**src/rtl/spi_cmd_pkg.sv**
```systemverilog
// Shared definitions for the SPI command/register-file slave: frame FSM states and
// command byte layout {rw, addr[6:0]}.
package spi_cmd_pkg;

    typedef enum logic [1:0] {
        IDLE,
        CMD,
        DATA,
        DONE
    } state_e;

    localparam int CMD_W  = 8;
    localparam int RW_BIT = 7;
    localparam int ADDR_W = 7;

endpackage

```
**src/rtl/spi_edge_sync.sv**
```systemverilog
// Multi-flop synchroniser for one asynchronous SPI pin with rise/fall pulses taken from
// the last two synchroniser stages.
module spi_edge_sync
    import spi_cmd_pkg::*;
#(
    parameter int   SYNC_STAGES = 2,
    parameter logic RESET_VAL   = 1'b0
) (
    input  logic i_clk,
    input  logic i_reset,
    input  logic i_async,
    output logic o_rise,
    output logic o_fall
);

    // Bit 0 is the newest sample; higher indices are older.
    logic [SYNC_STAGES-1:0] r_sync;

    always_ff @(posedge i_clk or posedge i_reset) begin
        if (i_reset) begin
            r_sync <= {SYNC_STAGES{RESET_VAL}};
        end else begin
            r_sync <= {r_sync[SYNC_STAGES-2:0], i_async};
        end
    end

    assign o_rise = r_sync[SYNC_STAGES-2] & ~r_sync[SYNC_STAGES-1];
    assign o_fall = ~r_sync[SYNC_STAGES-2] & r_sync[SYNC_STAGES-1];

endmodule

```
**src/rtl/spi_cmd_regfile.sv**
```systemverilog
// SPI mode-0 slave: a command byte {rw, addr} followed by DATA_W data bits writes or reads
// back one of NUM_REGS registers. All SPI pins are oversampled in the clk domain.
module spi_cmd_regfile
    import spi_cmd_pkg::*;
#(
    parameter int                DATA_W      = 8,
    parameter int                NUM_REGS    = 4,
    parameter int                SYNC_STAGES = 2,
    parameter logic [DATA_W-1:0] RESET_VAL   = '0
) (
    input  logic                         clk,
    input  logic                         reset,
    input  logic                         spi_sclk,
    input  logic                         spi_cs_n,
    input  logic                         spi_mosi,
    output logic                         spi_miso,
    output logic                         spi_miso_oe,
    output logic [NUM_REGS*DATA_W-1:0]   regs_o,
    output logic [NUM_REGS-1:0]          wr_strobe,
    output logic                         frame_done,
    output logic                         frame_err
);

    localparam int CNT_W = $clog2(DATA_W + CMD_W) + 1;
    localparam int IDX_W = (NUM_REGS > 1) ? $clog2(NUM_REGS) : 1;
    localparam logic [CNT_W-1:0] LAST_CMD  = CNT_W'(CMD_W - 1);
    localparam logic [CNT_W-1:0] LAST_DATA = CNT_W'(CMD_W + DATA_W - 1);

    logic w_sclk_rise, w_sclk_fall, w_cs_rise, w_cs_fall;
    logic w_mosi, w_rw, w_addr_ok;
    logic [ADDR_W-1:0] w_addr;
    logic [IDX_W-1:0]  w_idx;
    logic [DATA_W-1:0] w_rx_word;

    logic [SYNC_STAGES-1:0] r_mosi_sync;
    state_e                 r_state;
    logic [CNT_W-1:0]       r_bit_cnt;
    logic [CMD_W-1:0]       r_cmd;
    logic [DATA_W-2:0]      r_rx;
    logic [DATA_W-2:0]      r_tx;
    logic                   r_tx_loaded;
    logic                   r_miso;
    logic                   r_miso_oe;
    logic [DATA_W-1:0]      r_regs [NUM_REGS];
    logic [NUM_REGS-1:0]    r_wr_strobe;
    logic                   r_frame_done;
    logic                   r_frame_err;

    spi_edge_sync #(.SYNC_STAGES(SYNC_STAGES), .RESET_VAL(1'b0)) u_sclk_sync (
        .i_clk   (clk),
        .i_reset (reset),
        .i_async (spi_sclk),
        .o_rise  (w_sclk_rise),
        .o_fall  (w_sclk_fall)
    );

    spi_edge_sync #(.SYNC_STAGES(SYNC_STAGES), .RESET_VAL(1'b1)) u_cs_sync (
        .i_clk   (clk),
        .i_reset (reset),
        .i_async (spi_cs_n),
        .o_rise  (w_cs_rise),
        .o_fall  (w_cs_fall)
    );

    always_ff @(posedge clk or posedge reset) begin
        if (reset) begin
            r_mosi_sync <= '0;
        end else begin
            r_mosi_sync <= {r_mosi_sync[SYNC_STAGES-2:0], spi_mosi};
        end
    end

    assign w_mosi    = r_mosi_sync[SYNC_STAGES-1];
    assign w_rw      = r_cmd[RW_BIT];
    assign w_addr    = r_cmd[ADDR_W-1:0];
    assign w_idx     = w_addr[IDX_W-1:0];
    assign w_addr_ok = (int'(w_addr) < NUM_REGS);
    assign w_rx_word = {r_rx, w_mosi};

    always_ff @(posedge clk or posedge reset) begin
        if (reset) begin
            r_state      <= IDLE;
            r_bit_cnt    <= '0;
            r_cmd        <= '0;
            r_rx         <= '0;
            r_tx         <= '0;
            r_tx_loaded  <= 1'b0;
            r_miso       <= 1'b0;
            r_miso_oe    <= 1'b0;
            r_wr_strobe  <= '0;
            r_frame_done <= 1'b0;
            r_frame_err  <= 1'b0;
            for (int k = 0; k < NUM_REGS; k++) begin
                r_regs[k] <= RESET_VAL;
            end
        end else begin
            r_wr_strobe  <= '0;
            r_frame_done <= 1'b0;
            r_frame_err  <= 1'b0;

            if (w_cs_fall) begin
                r_miso_oe <= 1'b1;
            end else if (w_cs_rise) begin
                r_miso_oe <= 1'b0;
            end

            unique case (r_state)
                IDLE: begin
                    if (w_cs_fall) begin
                        r_state     <= CMD;
                        r_tx_loaded <= 1'b0;
                        r_miso      <= 1'b0;
                        // A rising SCLK seen with the select edge is the first command bit.
                        if (w_sclk_rise) begin
                            r_bit_cnt <= CNT_W'(1);
                            r_cmd     <= {r_cmd[CMD_W-2:0], w_mosi};
                        end else begin
                            r_bit_cnt <= '0;
                        end
                    end
                end
                CMD: begin
                    if (w_cs_rise) begin
                        r_state     <= IDLE;
                        r_frame_err <= 1'b1;
                    end else if (w_sclk_rise) begin
                        r_cmd     <= {r_cmd[CMD_W-2:0], w_mosi};
                        r_bit_cnt <= r_bit_cnt + 1'b1;
                        if (r_bit_cnt == LAST_CMD) begin
                            r_state <= DATA;
                        end
                    end
                end
                DATA: begin
                    if (w_cs_rise) begin
                        r_state     <= IDLE;
                        r_frame_err <= 1'b1;
                        r_miso      <= 1'b0;
                    end else if (w_sclk_rise) begin
                        r_rx      <= w_rx_word[DATA_W-2:0];
                        r_bit_cnt <= r_bit_cnt + 1'b1;
                        if (r_bit_cnt == LAST_DATA) begin
                            r_state <= DONE;
                            r_miso  <= 1'b0;
                            if (!w_addr_ok) begin
                                r_frame_err <= 1'b1;
                            end else begin
                                r_frame_done <= 1'b1;
                                if (!w_rw) begin
                                    r_regs[w_idx]      <= w_rx_word;
                                    r_wr_strobe[w_idx] <= 1'b1;
                                end
                            end
                        end
                    end else if (w_sclk_fall) begin
                        // First falling edge of the data phase loads the readback word.
                        if (!r_tx_loaded) begin
                            r_tx_loaded <= 1'b1;
                            if (w_rw && w_addr_ok) begin
                                r_tx   <= r_regs[w_idx][DATA_W-2:0];
                                r_miso <= r_regs[w_idx][DATA_W-1];
                            end else begin
                                r_tx   <= '0;
                                r_miso <= 1'b0;
                            end
                        end else begin
                            r_miso <= r_tx[DATA_W-2];
                            r_tx   <= r_tx << 1;
                        end
                    end
                end
                DONE: begin
                    if (w_cs_rise) begin
                        r_state <= IDLE;
                    end
                end
                default: r_state <= IDLE;
            endcase
        end
    end

    for (genvar k = 0; k < NUM_REGS; k++) begin : g_regs_out
        assign regs_o[k*DATA_W +: DATA_W] = r_regs[k];
    end

    assign spi_miso    = r_miso;
    assign spi_miso_oe = r_miso_oe;
    assign wr_strobe   = r_wr_strobe;
    assign frame_done  = r_frame_done;
    assign frame_err   = r_frame_err;

endmodule

```
**config.mk**
```make
export PLATFORM = sky130hd
export DESIGN_NAME = spi_cmd_regfile
export DESIGN_NICKNAME = d
export VERILOG_FILES = /design/src/rtl/spi_cmd_pkg.sv /design/src/rtl/spi_edge_sync.sv /design/src/rtl/spi_cmd_regfile.sv
export SDC_FILE = /design/constraint.sdc
export NUM_CORES = 1
export LEC_CHECK = 0
export CORE_ASPECT_RATIO = 0.75
export CORE_UTILIZATION = 55
export DETAILED_ROUTE_END_ITERATION = 10
export PLACE_DENSITY_LB_ADDON = 0.15
export SLEW_MARGIN = 20
export SYNTH_ARGS = -nofsm -noshare
export SYNTH_HDL_FRONTEND = slang
export SYNTH_SLANG_ARGS = --single-unit
```
**constraint.sdc**
```tcl
create_clock -name clk -period 5.7 [get_ports clk]
set_input_delay 1.14 -clock clk [delete_from_list [all_inputs] [get_ports clk]]
set_output_delay 1.14 -clock clk [all_outputs]
set_load 0.03 [all_outputs]
```
**Run 1: clock wires, drivers and flops**

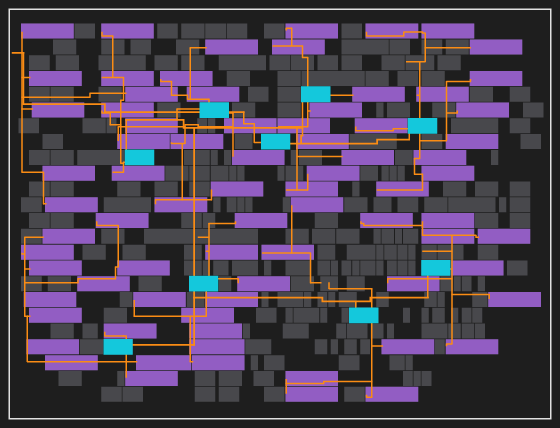
legend:
  purple:
    item: flip-flops
    count: 76
  cyan:
    item: clock-net drivers
    count: 9
  orange:
    item: clock wires
    length: 868 µm
flops lie: all over the die
relative contribution of the clock network to total power: 31.9%
clock skew: 0.0105 ns
Clock net power: 0.457 mW
clock network latency to the later pin of the worst-skew pair: 0.35 ns

**Run 1: sequential cells grouped by signal name**

Other sequential cells in the stronger gray, the rest of the logic in the fainter gray.
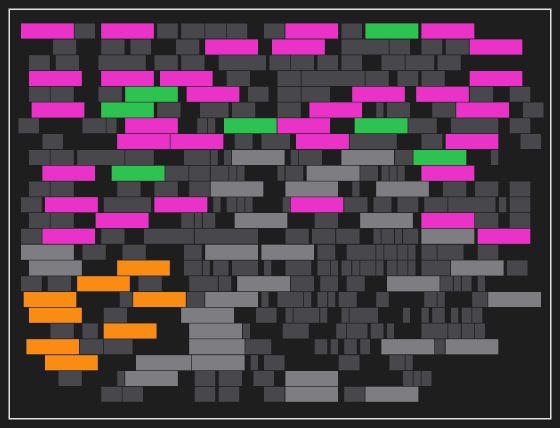
legend:
  magenta:
    netlist_name: regs_o
    sequential_cells: 32
  orange:
    netlist_name: r_cmd
    sequential_cells: 8
    where: lower left
  green:
    netlist_name: r_rx
    sequential_cells: 7
Flop+latch power: 0.700 mW
sequential fraction of total cell area: 46.0%
Final Core Density: 69.9%

**Run 1: M1 wires**

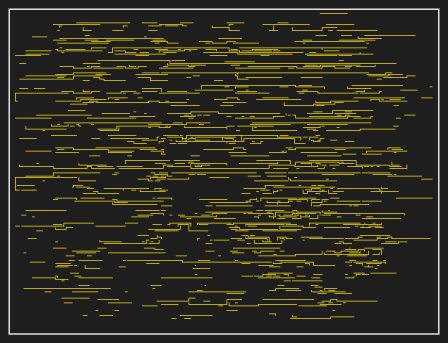
longest straight run: 49.2 µm
nets with wire on the layer: 283
share of all routed wire: 48%
wire length on this layer: 3,290 µm
main direction: horizontal
total detailed-routing wirelength: 6810 µm
GR Util met1: 34.3%

==> metrics.log, run 1 <==
[flow] final metrics
INFO  metric status = finished clean
INFO  metric top_power_group = registers
INFO  metric timing.max_slew.rel_slack = 43.4%
INFO  metric crit_slowest_cell = sky130_fd_sc_hd__or4b_1
INFO  metric timing.rr.start = u_cs_sync.r_sync[1]$_DFF_PP1_
INFO  metric via_count = 2,190
INFO  metric n_clock_buffer = 10
INFO  metric non_clock_buffer_count = 45
INFO  metric setup.reg_to_reg.worst_slack = 3.05 ns
INFO  metric nets = 317
INFO  metric async_flop_share = 100%
INFO  metric fp.dieH = 70.3 µm
INFO  metric critPathCaptureType = register
INFO  metric bufAreaShareNonClock = 10.8%
INFO  metric seqPwrFrac = 48.9%
INFO  metric max-cap-violations = 0
INFO  metric hold_path_end = r_mosi_sync[1]$_DFF_PP0_
INFO  metric yosys.area.top_type = sky130_fd_sc_hd__dfrtp_1
INFO  metric combinational_share_of_cell_area = 33.7%
INFO  metric final_cell_count_no_fill = 387
INFO  metric power_density = 346 nW/µm²
INFO  metric crit_path_max_incr_delay = 0.75 ns
INFO  metric non_clock_inverter_count = 19
INFO  metric postSynthRegisterBits = 76
INFO  metric detail_route.drc_violations = 0
INFO  metric critical_path.startpoint_type = register
INFO  metric post_synth_fa_ha_maj_area_fraction = 2.93%
INFO  metric critPathMaxFanout = 15
INFO  metric routedWlPerCell = 17.6 µm
INFO  metric max_clock_freq = 377 MHz
INFO  metric cts.sinks = 76
INFO  metric largest_net_degree_at_the_start_of_global_routing = 45
INFO  metric hold_path.startpoint = r_mosi_sync[0]$_DFF_PP0_
INFO  metric ctsHoldBuffers = 0
INFO  metric dominantRegCellSynth = sky130_fd_sc_hd__dfrtp_1
INFO  metric postPlaceCellArea = 3910 µm²
INFO  metric timing.final.hold_violations = 0
INFO  metric clock_tree.buffer_depth = 2
## run 1: flip-flops by register name (all words and copies together) (netlist names)
| register | flops |
|---|---|
| regs_o | 32 |
| u_cs_sync.r_sync | 2 |
| r_state | 2 |
| wr_strobe | 4 |
| r_tx | 7 |
| r_mosi_sync | 2 |
| r_cmd | 8 |
| r_rx | 7 |
| r_bit_cnt | 5 |
| r_tx_loaded | 1 |
| spi_miso | 1 |
| u_sclk_sync.r_sync | 2 |
| frame_done | 1 |
| frame_err | 1 |
| spi_miso_oe | 1 |
## run 1: per-layer routing
layer / vias to the layer above / global-route usage (%)
li1: 1023 / -
met5: - / 0
met4: 0 / 6.67
met2: 57 / 35.9
met1: 1102 / 34.3
met3: 8 / 7.84
**Run 1: routing congestion map**

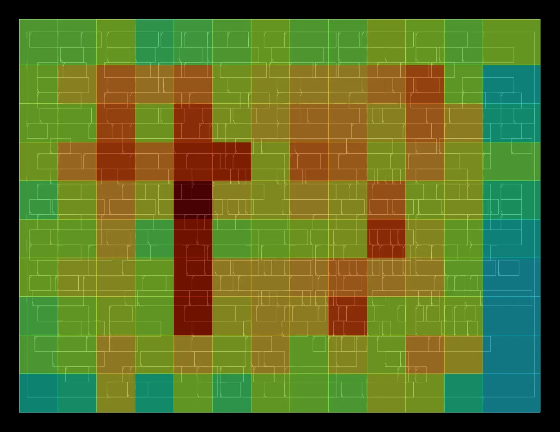

==> run 1 -> run 2 <==
==> constraint.sdc (replaced) <==
create_clock -name clk -period 2.5 [get_ports clk]
set_input_delay 0.5 -clock clk [delete_from_list [all_inputs] [get_ports clk]]
set_output_delay 0.5 -clock clk [all_outputs]
set_load 0.03 [all_outputs]
**Run 2: routing congestion map**

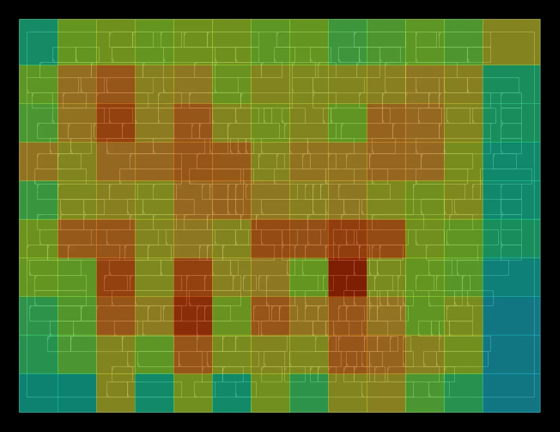
global routing usage on met2: 36.7%
Final Core Density: 71.8%
GRT Resource Usage Total: 24.9%

==> run 2 against run 1 <==
Compared with the run above: die area stayed put; count of clock-buffer cells in the layout down 1; first-iteration DRC count rose by 14%; clock skew fell by 0.0022 ns; via count grew 3.2%; global-route usage rose by 0.73 points; fmax up 12%; utilization rose by 1.8 points; routed wire length increased by 3.9%; critical path depth is 4 higher; sequential share of layout area down 1.2 points; critical path type unchanged; highest routed layer unchanged.
==> metrics.log, run 2 <==
[flow] final metrics
INFO  metric status = finished clean (unchanged)
INFO  metric postSynthRegisterBits = 76 (unchanged)
INFO  metric critPathMaxFanout = 8 (was 15)
INFO  metric nets = 326 (was 317)
INFO  metric ctsHoldBuffers = 0 (unchanged)
INFO  metric power_density = 807 nW/µm² (was 346 nW/µm²)
INFO  metric crit_path_max_incr_delay = 0.41 ns (was 0.75 ns)
INFO  metric critical_path.startpoint_type = register (unchanged)
INFO  metric clk_latency = 0.35 ns (about the same)
INFO  metric yosys.area.top_type = sky130_fd_sc_hd__dfrtp_1 (unchanged)
INFO  metric relative_contribution_of_the_clock_network_to_total_power = 33.5% (was 31.9%)
INFO  metric largest_register_ffs = 32 (unchanged)
INFO  metric clock_tree.buffer_depth = 2 (unchanged)
INFO  metric cts.sinks = 76 (unchanged)
INFO  metric max-cap-violations = 0 (unchanged)
INFO  metric fp.dieH = 70.3 µm (unchanged)
INFO  metric seqPwrFrac = 46.1% (was 48.9%)
INFO  metric setup.reg_to_reg.worst_slack = 0.14 ns (was 3.05 ns)
INFO  metric largest_net_degree_at_the_start_of_global_routing = 46 (was 45)
INFO  metric routed_wirelength = 7080 µm (was 6810 µm)
INFO  metric top_power_group = registers (unchanged)
INFO  metric timing.max_slew.rel_slack = 46.9% (was 43.4%)
INFO  metric hold_path_end = r_mosi_sync[1]$_DFF_PP0_ (unchanged)
INFO  metric crit_slowest_cell = sky130_fd_sc_hd__dfrtp_1 (was sky130_fd_sc_hd__or4b_1)
INFO  metric timing.rr.start = r_bit_cnt[1]$_DFFE_PP0P_ (was u_cs_sync.r_sync[1]$_DFF_PP1_)
INFO  metric power.net_switching = 1.06 mW (was 0.441 mW)
INFO  metric via_count = 2,260 (was 2,190)
INFO  metric max_clock_freq = 424 MHz (was 377 MHz)
INFO  metric fin_skew = 0.00835 ns (was 0.0105 ns)
INFO  metric hold_path.startpoint = r_mosi_sync[0]$_DFF_PP0_ (unchanged)
INFO  metric dominantRegCellSynth = sky130_fd_sc_hd__dfrtp_1 (unchanged)
INFO  metric pwr.group.clock = 1.15 mW (was 0.457 mW)
INFO  metric antenna_left = 0 (unchanged)
INFO  metric postPlaceCellArea = 3990 µm² (was 3910 µm²)
INFO  metric routedWlPerCell = 17.9 µm (was 17.6 µm)
**Run 2: sequential cells grouped by signal name**

Other sequential cells in the stronger gray, the rest of the logic in the fainter gray.
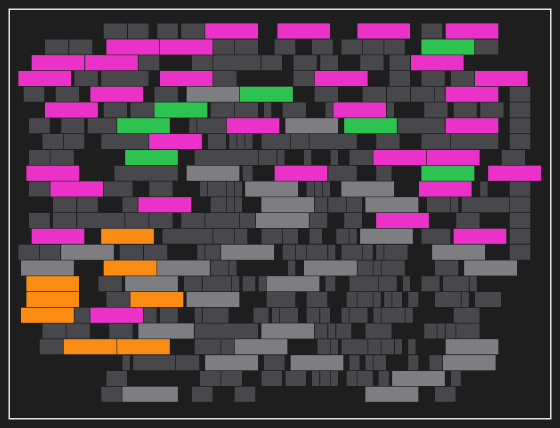
legend:
  magenta:
    netlist_name: regs_o
    sequential_cells: 32
  green:
    netlist_name: r_rx
    sequential_cells: 7
  orange:
    netlist_name: r_cmd
    sequential_cells: 8
area taken by flip-flops and latches: 1900 µm²
Flop+latch power: 1.58 mW
sequential fraction of total cell area: 44.8%

[run 2: cell counts after synthesis]
Identical to the previous run, type by type.
[run 2: metal layers]
metal  global-route usage, %  share of wire, %  vias up  wire [µm]
li1                        -                 -     1034          -
met1                    37.4                47     1156       3350
met2                    36.7                46       64       3290
met5                       0                 0        -          0
met3                    6.64               5.3        6        372
met4                    5.13              0.89        0         63
[run 2: layout make-up]
type	count	area share, %
multi-input cells	153	32.9
flip-flops and latches	76	44.8
repair buffers	54	12.5
clock inverters	7	2.86
well taps	78	2.30
inverters	19	1.68
clock buffers	9	2.92
[run 2: per-stage QoR]
stage	power (mW)	instances	hold WS, ns
after detailed placement	2.29	380	0.336
after CTS	3.43	396	0.356
final	3.43	396	0.353
after global routing	3.59	396	0.368
after floorplan	2.08	260	0.331
after global placement	2.26	380	0.334
**Run 2: I/O nets highlighted**

Scale bar: 20 µm.
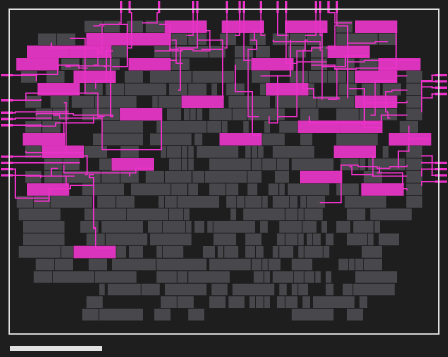

==> run 2 -> run 3 <==
--- a/config.mk
+++ b/config.mk
@@ -6,6 +6,7 @@
 export NUM_CORES = 1
 export LEC_CHECK = 0
 export CORE_ASPECT_RATIO = 0.75
+export CORE_MARGIN = 1.5
 export CORE_UTILIZATION = 55
 export DETAILED_ROUTE_END_ITERATION = 10
 export PLACE_DENSITY_LB_ADDON = 0.15
**Run 3: I/O nets highlighted**

Scale bar: 20 µm.
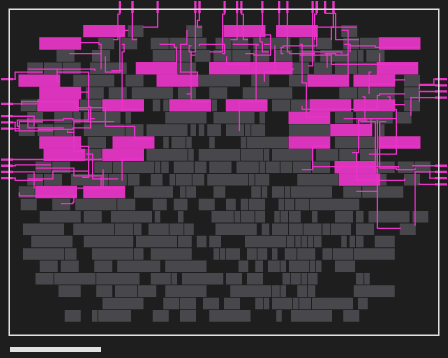
legend:
  magenta:
    port: regs_o
    bits: 32
    direction: output
    end_cells: 32
    wire: 1,030 µm
number of input and output port buffers inserted: 44
top-level port count: 45

==> run 3 against run 2 <==
Compared with the run above: power fell by 2.0%; setup slack improved by 0.023 ns; first-iteration DRC count rose by 12%; sequential power barely moved; non-clock buffer count fell by 1; area after synthesis did not move; utilization fell by 0.38 points; largest cell class unchanged; highest routed layer unchanged.
==> metrics.log, run 3 <==
[flow] final metrics
INFO  metric max_clock_freq = 428 MHz (was 424 MHz)
INFO  metric final_layout_size_suffix_gt1_share = 29.7% (was 29.9%)
INFO  metric postSynthRegisterBits = 76 (unchanged)
INFO  metric async_flop_share = 100% (unchanged)
INFO  metric hold_path.startpoint = r_mosi_sync[0]$_DFF_PP0_ (unchanged)
INFO  metric max-cap-violations = 0 (unchanged)
INFO  metric seqPwrFrac = 47.1% (was 46.1%)
INFO  metric timing.critical_path.from = r_bit_cnt[0]$_DFFE_PP0P_ (was r_bit_cnt[1]$_DFFE_PP0P_)
INFO  metric yosys.area.top_type = sky130_fd_sc_hd__dfrtp_1 (unchanged)
INFO  metric detail_route.drc_violations = 0 (unchanged)
INFO  metric chipWidth = 94.0 µm (was 93.0 µm)
INFO  metric worst-path-stages = 10 (unchanged)
INFO  metric status = finished clean (unchanged)
INFO  metric final_cell_count_no_fill = 395 (was 396)
INFO  metric critPathMaxFanout = 8 (unchanged)
INFO  metric cts.sinks = 76 (unchanged)
INFO  metric tritoncts.num_buffers = 9 (unchanged)
INFO  metric top_power_group = registers (unchanged)
INFO  metric timing.max_slew.rel_slack = 50.6% (was 46.9%)
INFO  metric fin_skew = 0.00849 ns (was 0.00835 ns)
INFO  metric postPlaceCellArea = 3990 µm² (about the same)
INFO  metric nets = 325 (was 326)
INFO  metric post_synth_fa_ha_maj_area_fraction = 2.93% (unchanged)
INFO  metric critical_path.startpoint_type = register (unchanged)
INFO  metric dominantRegCellSynth = sky130_fd_sc_hd__dfrtp_1 (unchanged)
INFO  metric clk_latency = 0.35 ns (about the same)
INFO  metric relative_contribution_of_the_clock_network_to_total_power = 33.0% (was 33.5%)
INFO  metric total_power_draw = 3.36 mW (was 3.43 mW)
INFO  metric hold_path_end = r_mosi_sync[1]$_DFF_PP0_ (unchanged)
INFO  metric powerSeq = 1.58 mW (about the same)
INFO  metric antenna_left = 0 (unchanged)
INFO  metric crit_path_max_incr_delay = 0.39 ns (was 0.41 ns)
INFO  metric routed_wirelength = 6670 µm (was 7080 µm)
INFO  metric largest_register_ffs = 32 (unchanged)
INFO  metric timing.final.hold_violations = 0 (unchanged)
INFO  metric clkTransAtPathRegs = 0.07 ns (was 0.08 ns)
INFO  metric fin_hold_ws = 0.350 ns (was 0.353 ns)
INFO  metric timing.rr.start = r_bit_cnt[0]$_DFFE_PP0P_ (was r_bit_cnt[1]$_DFFE_PP0P_)
INFO  metric largest_net_degree_at_the_start_of_global_routing = 77 (was 46)
INFO  metric setup.reg_to_reg.worst_slack = 0.16 ns (was 0.14 ns)
INFO  metric placed_cells_incl_taps = 379 (was 380)
INFO  metric critPathCaptureType = register (unchanged)
INFO  metric fp.dieH = 71.3 µm (was 70.3 µm)
INFO  metric crit_slowest_cell = sky130_fd_sc_hd__dfrtp_1 (unchanged)
INFO  metric power.net_switching = 1.01 mW (was 1.06 mW)
INFO  metric layout.area.seq = 1900 µm² (unchanged)
**Run 3: routing congestion map**

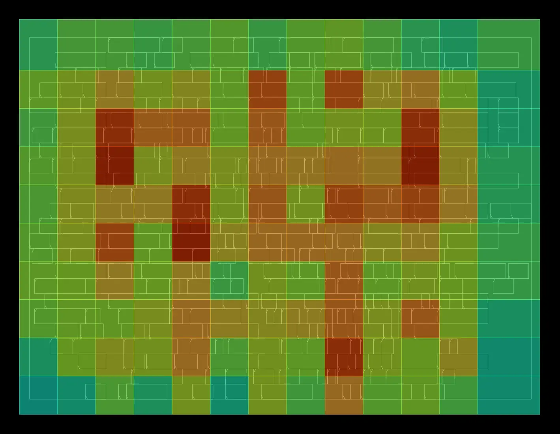
busiest metal layer after global routing: met1
Final Core Density: 71.4%
global-route track usage on met3: 5.63%
routed wirelength normalized by instance count: 16.9 µm
GRT Resource Usage Total: 22.1%

-- run 3: area by class of cell --
class / count / share of cell area, %
flip-flops and latches: 76 / 45.1
multi-input cells: 153 / 33.0
repair buffers: 53 / 12.3
clock buffers: 9 / 2.93
clock inverters: 7 / 2.70
well taps: 78 / 2.31
inverters: 19 / 1.69
-- run 3: layer usage --
metal	wire length (µm)	track usage (%)	vias up
met5	0	0	-
met4	83	7.30	0
met3	294	5.63	7
met2	3010	31.5	53
met1	3280	33.6	1099
li1	-	-	1035
-- run 3: logic make-up after synthesis --
logic type	Yosys count
flip-flops	76
AND/OR/NAND/NOR	60
multiplexers	59
buffers and inverters	31
AND-OR/OR-AND	26
adder cells (fa/ha/maj)	8
No activity file was given, so power comes from the tool's default toggle rates.
